**src/rtl/alu_iter_unit.sv**
```systemverilog
`default_nettype none
// ============================================================================
//  Module      : alu_iter_unit
//  Description : Sequential ALU iteration unit. Captures operands on a start
//                handshake and runs one of AND, INC, multi-position SHR or
//                bit-serial ADD, then publishes result/carry/zero/err flags
//                with a one-cycle done pulse.
//
//  Bit order   : index WIDTH-1 is the least significant bit, index 0 the
//                most significant. Carries move from WIDTH-1 toward 0.
//
//  Ports       : clk     - rising-edge clock
//                rst_n   - asynchronous active-low reset
//                start   - request, sampled whenever not busy (IDLE or FIN)
//                op      - 0=AND 1=INC 2=SHR 3=ADD 4..7 reserved
//                a, b    - operands (b used by AND and ADD only)
//                shamt   - SHR position count (clamped to WIDTH)
//                busy    - high while an op is executing
//                done    - one-cycle completion pulse
//                result  - registered result
//                carry   - registered carry flag
//                zero    - registered flag, 1 iff result is all zeros
//                err     - registered flag, 1 iff the last op was reserved
//
//  Revision    : 1.0 - initial release
// ============================================================================
module alu_iter_unit #(
    parameter int WIDTH = 20,
    parameter int SHW   = $clog2(WIDTH + 1)
) (
    input  logic             clk,
    input  logic             rst_n,
    input  logic             start,
    input  logic [2:0]       op,
    input  logic [WIDTH-1:0] a,
    input  logic [WIDTH-1:0] b,
    input  logic [SHW-1:0]   shamt,
    output logic             busy,
    output logic             done,
    output logic [WIDTH-1:0] result,
    output logic             carry,
    output logic             zero,
    output logic             err
);

    // ------------------------------------------------------------------------
    // Constants
    // ------------------------------------------------------------------------
    localparam int             IW          = (WIDTH > 1) ? $clog2(WIDTH) : 1;
    localparam logic [2:0]     c_OP_AND    = 3'd0;
    localparam logic [2:0]     c_OP_INC    = 3'd1;
    localparam logic [2:0]     c_OP_SHR    = 3'd2;
    localparam logic [2:0]     c_OP_ADD    = 3'd3;
    localparam logic [SHW-1:0] c_SH_MAX    = SHW'(WIDTH);
    localparam logic [SHW-1:0] c_ADD_CNT   = SHW'(WIDTH - 1);
    localparam logic [WIDTH-1:0] c_ONE     = WIDTH'(1);

    typedef enum logic [1:0] {
        S_IDLE = 2'd0,
        S_EXEC = 2'd1,
        S_FIN  = 2'd2
    } state_t;

    // Bit reversal maps the ALU's MSB-at-index-0 order onto ordinary
    // arithmetic so the single-cycle increment can use a plain adder.
    function automatic logic [WIDTH-1:0] f_rev(input logic [WIDTH-1:0] x);
        logic [WIDTH-1:0] y;
        for (int i = 0; i < WIDTH; i++) begin
            y[i] = x[WIDTH-1-i];
        end
        return y;
    endfunction

    // ------------------------------------------------------------------------
    // State and datapath registers
    // ------------------------------------------------------------------------
    state_t           r_state;
    state_t           w_state_nxt;

    logic [2:0]       r_op;
    logic [WIDTH-1:0] r_work;    // operand A, then shifted value / partial sum
    logic [WIDTH-1:0] r_b;
    logic             r_sh_en;   // SHR with a non-zero clamped count
    logic [SHW-1:0]   r_cnt;     // EXEC cycles remaining after this one
    logic             r_c;       // running carry (ADD) / last bit out (SHR)

    logic [WIDTH-1:0] r_result;
    logic             r_carry;
    logic             r_zero;
    logic             r_err;

    logic             w_accept;
    logic             w_last;
    logic [SHW-1:0]   w_sh_clamp;
    logic [SHW-1:0]   w_cnt_init;
    logic [IW-1:0]    w_idx;
    logic [WIDTH-1:0] w_work_nxt;
    logic             w_c_nxt;
    logic             w_a_bit;
    logic             w_b_bit;
    logic [WIDTH-1:0] w_inc_rev;
    logic [WIDTH-1:0] w_res;
    logic             w_car;
    logic             w_err;

    // FIN counts as not busy, so a request there starts the next op on the
    // same edge that ends the done pulse.
    assign w_accept   = start && (r_state != S_EXEC);
    assign w_last     = (r_state == S_EXEC) && (r_cnt == '0);
    assign w_sh_clamp = (shamt > c_SH_MAX) ? c_SH_MAX : shamt;
    assign w_idx      = r_cnt[IW-1:0];

    // The remaining-cycle counter doubles as the ADD bit index: cycle k sees
    // r_cnt = WIDTH-1-k, which is exactly the index processed at that step.
    always_comb begin
        w_cnt_init = '0;
        case (op)
            c_OP_SHR: w_cnt_init = (w_sh_clamp == '0) ? '0 : (w_sh_clamp - 1'b1);
            c_OP_ADD: w_cnt_init = c_ADD_CNT;
            default:  w_cnt_init = '0;
        endcase
    end

    // ------------------------------------------------------------------------
    // FSM: state register
    // ------------------------------------------------------------------------
    always_ff @(posedge clk or negedge rst_n) begin
        if (!rst_n) begin
            r_state <= S_IDLE;
        end else begin
            r_state <= w_state_nxt;
        end
    end

    // ------------------------------------------------------------------------
    // FSM: next state and handshake outputs
    // ------------------------------------------------------------------------
    always_comb begin
        w_state_nxt = r_state;
        busy        = 1'b0;
        done        = 1'b0;
        case (r_state)
            S_IDLE: begin
                if (start) begin
                    w_state_nxt = S_EXEC;
                end
            end
            S_EXEC: begin
                busy = 1'b1;
                if (r_cnt == '0) begin
                    w_state_nxt = S_FIN;
                end
            end
            S_FIN: begin
                done        = 1'b1;
                w_state_nxt = start ? S_EXEC : S_IDLE;
            end
            default: begin
                w_state_nxt = S_IDLE;
            end
        endcase
    end

    // ------------------------------------------------------------------------
    // One iteration step for the serial ops
    // ------------------------------------------------------------------------
    always_comb begin
        w_work_nxt = r_work;
        w_c_nxt    = r_c;
        w_a_bit    = r_work[w_idx];
        w_b_bit    = r_b[w_idx];
        case (r_op)
            c_OP_SHR: begin
                if (r_sh_en) begin
                    // Move every bit one place toward the LSB end; the bit
                    // at WIDTH-1 falls out and becomes the carry.
                    w_work_nxt = {r_work[WIDTH-2:0], 1'b0};
                    w_c_nxt    = r_work[WIDTH-1];
                end
            end
            c_OP_ADD: begin
                // Sum bit overwrites the A bit it consumed; A is not needed
                // at that index afterwards.
                w_work_nxt[w_idx] = w_a_bit ^ w_b_bit ^ r_c;
                w_c_nxt           = (w_a_bit & w_b_bit) | (r_c & (w_a_bit ^ w_b_bit));
            end
            default: begin
                w_work_nxt = r_work;
                w_c_nxt    = r_c;
            end
        endcase
    end

    // ------------------------------------------------------------------------
    // Values published on the final EXEC edge
    // ------------------------------------------------------------------------
    assign w_inc_rev = f_rev(r_work) + c_ONE;

    always_comb begin
        w_res = '0;
        w_car = 1'b0;
        w_err = 1'b0;
        case (r_op)
            c_OP_AND: begin
                w_res = r_work & r_b;
            end
            c_OP_INC: begin
                w_res = f_rev(w_inc_rev);
                w_car = &r_work;
            end
            c_OP_SHR, c_OP_ADD: begin
                w_res = w_work_nxt;
                w_car = w_c_nxt;
            end
            default: begin
                w_err = 1'b1;
            end
        endcase
    end

    // ------------------------------------------------------------------------
    // Datapath and result registers
    // ------------------------------------------------------------------------
    always_ff @(posedge clk or negedge rst_n) begin
        if (!rst_n) begin
            r_op     <= '0;
            r_work   <= '0;
            r_b      <= '0;
            r_sh_en  <= 1'b0;
            r_cnt    <= '0;
            r_c      <= 1'b0;
            r_result <= '0;
            r_carry  <= 1'b0;
            r_zero   <= 1'b1;
            r_err    <= 1'b0;
        end else begin
            if (w_accept) begin
                r_op    <= op;
                r_work  <= a;
                r_b     <= b;
                r_sh_en <= (w_sh_clamp != '0);
                r_cnt   <= w_cnt_init;
                r_c     <= 1'b0;
            end else if (r_state == S_EXEC) begin
                r_work <= w_work_nxt;
                r_c    <= w_c_nxt;
                if (r_cnt != '0) begin
                    r_cnt <= r_cnt - 1'b1;
                end
            end

            if (w_last) begin
                r_result <= w_res;
                r_carry  <= w_car;
                r_zero   <= (w_res == '0);
                r_err    <= w_err;
            end
        end
    end

    assign result = r_result;
    assign carry  = r_carry;
    assign zero   = r_zero;
    assign err    = r_err;

endmodule
`default_nettype wire

```
**config.mk**
```make
export PLATFORM = sky130hd
export DESIGN_NAME = alu_iter_unit
export DESIGN_NICKNAME = d
export VERILOG_FILES = /design/src/rtl/alu_iter_unit.sv
export SDC_FILE = /design/constraint.sdc
export NUM_CORES = 1
export LEC_CHECK = 0
export ABC_AREA = 1
export CAP_MARGIN = 20
export CORE_MARGIN = 1.5
export CORE_UTILIZATION = 53
export DETAILED_ROUTE_END_ITERATION = 6
export DONT_BUFFER_PORTS = 1
export GPL_TIMING_DRIVEN = 0
export PLACE_DENSITY = 0.78
export SETUP_SLACK_MARGIN = 0.02
export SLEW_MARGIN = 25
export SYNTH_ARGS = -nofsm -noshare
export SYNTH_HDL_FRONTEND = slang
export SYNTH_SLANG_ARGS = --single-unit
export TNS_END_PERCENT = 30
```
**constraint.sdc**
```tcl
create_clock -name clk -period 6.3 [get_ports clk]
set_clock_uncertainty 0.15 [all_clocks]
set_input_delay 0.63 -clock clk [delete_from_list [all_inputs] [get_ports clk]]
set_output_delay 0.63 -clock clk [all_outputs]
set_load 0.02 [all_outputs]
```
**Run 1: placement view**

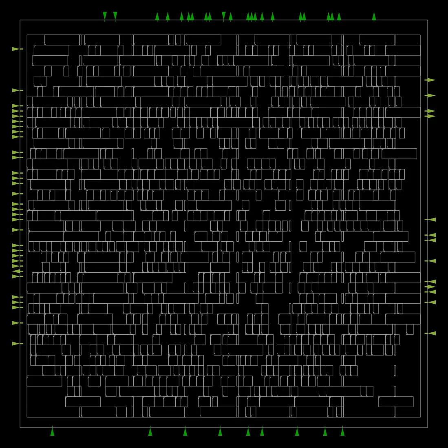
Core Region: 0.0104 mm2
final std cells w/o fill: 1048
post-layout util: 0.592
filler cell count: 1075

**Run 1: cells by drive strength**

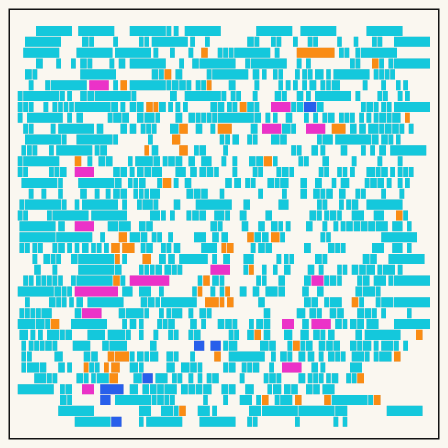
- x6 and larger: magenta (cells 15; share 1.6%)
- x1 and smaller: cyan (cells 834; share 91%)
- x2: orange (cells 56; share 6.1%)
- x3 and x4: blue (cells 7; share 0.77%)
cell area after layout: 0.00617 mm2
area delta synth->final: 7.04%
Signal buffers: 58

==> results.json, run 1 <==
{
  "ir_drop_mv": 0.386,
  "drt_first_pass_iters": 6,
  "violations": "hold timing",
  "grtUsageMet3": 0.0726,
  "post-route-period-util": 0.689,
  "drc": 0,
  "worstSetupStartpoint": "r_cnt[0]",
  "cts_num_sinks": 75,
  "grt_busiest_layer": "met2",
  "wl_met1_mm": 8.97,
  "crit_fanout": 10,
  "worst_hold_slack_ns": -0.0185,
  "yosys-top-cells-count": "nand2_1 (267), o21ai_0 (85), nor2_1 (79)",
  "async_flop_share": 1.00,
  "path_buffers": 4,
  "most_common_cell": "nand2_1",
  "logic_area_mm2": 0.00334,
  "flop_cell": "dfrtp_1",
  "synth_cell_types": 43,
  "setup-tns-final_ns": 0,
  "comb_share": 0.541,
  "status": "finished, violations left",
  "top_layer_used": "met4",
  "setup.worst_path.end_class": "flip-flop",
  "crit_path_start_kind": "flip-flop",
  "finalHoldViolCount": 16,
  "n_tap_cell": 136,
  "worst_path_max_delay_cell": "fa_1",
  "wl_mm": 21.7,
  "r2r_start": "r_cnt[0]",
  "slew_headroom": 0.502,
  "dieArea_mm2": 0.0115,
  "crit_top_cell": "nand2_1",
  "p_leak_nw": 2.88,
  "io_buffers": 0,
  "cp-endpoint": "zero",
  "yosys_area_mm2": 0.00576,
  "power_density_mw_per_mm2": 592,
  "place_ws_ns": 2.17,
  "worstPathRequired_ns": 6.48,
  "maxClockFrequency_mhz": 230,
  "cts_setup_buffers": 0,
  "grt_start_max_net_pins": 76,
  "synth.net_count": 954,
  "ff_count": 75
}
**Run 1: a small window of the routed layout**

Region (70, 70) to (90, 90) um. Cells in grey, sequential cells in the stronger grey; small squares are vias.
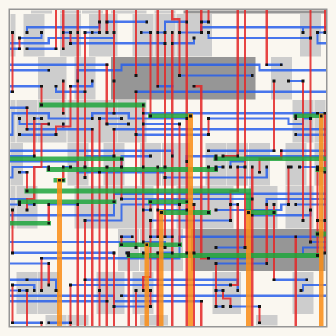
- M3: green
- M2: red
- M1: blue
- M4: orange
- netlist names of flops here include: `result` (2)
- most frequent: nand2_1 (10), nor2_1 (9), inv_1 (4)
- cells with their middle in the window: 39
- sequential cells in the window: 2

**Run 1: cell density map**

11 x 11 tiles, from white (low) to dark blue (high), 0 to 100% covered.
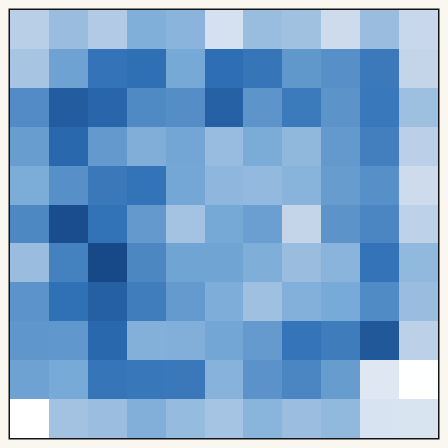
- densest ninth of the die: middle left
- nearly empty tiles: 1.7%
- emptiest ninth of the die: lower right
Initial Util: 0.553

==> run 1: through the flow <==
stage / std cells / util
after CTS: 1048 / 0.592
final: 1048 / 0.592
after global placement: 1031 / 0.569
after floorplan: 895 / -
after global routing: 1048 / 0.592
after detailed placement: 1031 / 0.569
==> run 1: power by group <==
group | internal, mW | switching, mW | total [mW]
clock | 0.198 | 0.217 | 0.415
combinational | 0.618 | 1.64 | 2.26
sequential | 0.702 | 0.274 | 0.976
==> run 1: logic make-up (layout without fill, tap and decap cells) <==
family                     Yosys count  in the layout  share of synthesized area
AOI/OAI and AO/OA                  203            203                      0.207
xor gates and xnor gates             2              2                    0.00304
buffers and inverters              132            149                     0.0947
adders and majority gates            8              8                     0.0187
and+or+nand+nor                    475            475                      0.351
DFF                                 75             75                      0.326
==> run 1: worst reg2reg max path: stages (launching register included) <==
cell,delay [ns]
dfrtp_1,0.49
inv_1,0.16
clkbuf_1,0.52
a21oi_1,0.13
o21ai_0,0.13
nand2_1,0.11
a2111o_1,0.39
fa_1,0.65
inv_1,0.19
clkbuf_1,0.39
nand3_1,0.13
nand3_1,0.15
nand4_1,0.23
nor2_1,0.17
nand2_1,0.08
nor2_1,0.09
nand2_1,0.06
nand2_1,0.05
==> run 1: layout by cell type (no fill, tap or decap), types with 2 or more instances in the layout <==
cell	instances
nand2_1	267
o21ai_0	85
nor2_1	79
nand3_1	78
dfrtp_1	74
inv_1	62
a21oi_1	58
clkbuf_1	26
buf_2	25
o221ai_1	17
nand4_1	16
o211ai_1	15
inv_2	12
nor3_1	12
clkbuf_8	10
nor2_2	7
ha_1	7
o22ai_1	6
buf_4	5
o2111ai_1	5
o311ai_0	5
nand2_2	4
nand3_2	3
a31oi_1	3
inv_6	3
and3_1	2
nand3b_1	2
o21bai_1	2
o21ai_1	2
==> run 2, diff against run 1 <==
--- a/config.mk
+++ b/config.mk
@@ -12,7 +12,7 @@
 export DETAILED_ROUTE_END_ITERATION = 6
 export DONT_BUFFER_PORTS = 1
 export GPL_TIMING_DRIVEN = 0
-export PLACE_DENSITY = 0.78
+export PLACE_DENSITY = 0.81
 export SETUP_SLACK_MARGIN = 0.02
 export SLEW_MARGIN = 25
 export SYNTH_ARGS = -nofsm -noshare
==> constraint.sdc (replaced) <==
create_clock -name clk -period 3.9 [get_ports clk]
set_clock_uncertainty 0.15 [all_clocks]
set_input_delay 0.39 -clock clk [delete_from_list [all_inputs] [get_ports clk]]
set_output_delay 0.39 -clock clk [all_outputs]
set_load 0.02 [all_outputs]
==> results.json, run 2 <==
{
  "setup-tns-final_ns": 0,
  "synth.net_count": 954,
  "status": "completed",
  "grt_start_max_net_pins": 76,
  "crit_path_start_kind": "flip-flop",
  "pg_seq_mw": 1.58,
  "worstPathRequired_ns": 4.08,
  "wl_mm": 22.8,
  "coreArea_mm2": 0.0104,
  "grtUsageMet3": 0.0823,
  "syn_to_final_growth_pct": 11.7,
  "seqPwrFrac": 0.260,
  "dieArea_mm2": 0.0115,
  "power.internal_mw": 2.51,
  "place_inst": 1031,
  "p_sw_mw": 3.57,
  "top_layer_used": "met4",
  "synth_cell_types": 43,
  "post-route-period-util": 0.951,
  "drt_first_pass_iters": 5,
  "comb_power_mw": 3.90,
  "most_common_cell": "nand2_1",
  "power_leader": "combinational cells",
  "yosys_area_mm2": 0.00576,
  "mostFrequentLayoutCells": "nand2_1 (267), o21ai_0 (85), nor2_1 (79), nand3_1 (78), dfrtp_1 (73)",
  "final_area_mm2": 0.00643,
  "cts_num_sinks": 75,
  "crit_fanout": 10,
  "comb_power_share": 0.641,
  "maxClockFrequency_mhz": 270,
  "drc": 0,
  "layout.cells.most_common": "nand2_1",
  "pwr-share-clk": 0.099,
  "fp_util": 0.553,
  "finalHoldViolCount": 0
}
-- run 2: critical path, cell delays in order (launching register included) --
cell and delay, ns:
dfrtp_2 0.47, inv_1 0.14, buf_4 0.22, a21oi_1 0.09
o21ai_0 0.08, o21ai_0 0.12, a221oi_1 0.31, nand3_1 0.17
fa_2 0.54, inv_1 0.16, clkbuf_4 0.25, nand4_1 0.10
nand3_1 0.09, nand2_1 0.12, nor2_1 0.17, nand3_1 0.09
nor2_1 0.10, nand2_1 0.09, nor2_1 0.09, nand2_1 0.05
nand2_1 0.05
-- run 2: logic make-up after synthesis --
| family | count (synthesis) | synth area share |
|---|---|---|
| XOR/XNOR | 2 | 0.00304 |
| flip-flops | 75 | 0.326 |
| buffers and inverters | 132 | 0.0947 |
| AND-OR/OR-AND | 203 | 0.207 |
| AND/OR/NAND/NOR | 475 | 0.351 |
| adder cells (fa/ha/maj) | 8 | 0.0187 |
-- run 2: final timing paths --
path                       slack (ns)    endpoint  startpoint  cells after the start
max                              0.19        zero    r_cnt[0]                     20
min                             0.002      r_b[2]        b[2]                      2
max reg2reg                      0.19        zero    r_cnt[0]                     20
min reg2reg                      0.36  r_state[0]  r_state[0]                      1
max in group asynchronous        2.80        zero       rst_n                      2
min in group asynchronous        0.44   r_work[0]       rst_n                      2
-- run 2: layout make-up --
| class | instances | area [um2] | share of cell area |
|---|---|---|---|
| inverter | 75 | 282 | 0.0437 |
| timing repair buffer | 29 | 300 | 0.0467 |
| multi-input combinational | 688 | 3340 | 0.519 |
| buffer | 57 | 283 | 0.0439 |
| clock inverter | 7 | 57.6 | 0.00894 |
| tap | 136 | 170 | 0.0264 |
| clock buffer | 9 | 124 | 0.0192 |
| sequential | 75 | 1880 | 0.292 |
**Run 2: placement view**

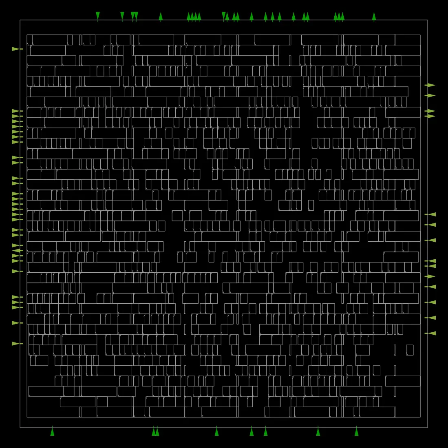
final std cells w/o fill: 1076
filler cell count: 1043

**Run 2: cell density map**

11 x 11 tiles, from white (low) to dark blue (high), 0 to 100% covered.
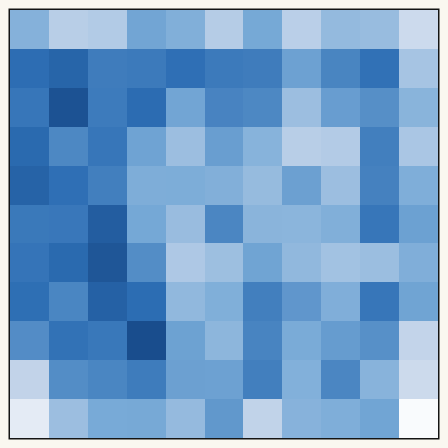
post-layout util: 0.618

Power is estimated from default activity; no workload was simulated.
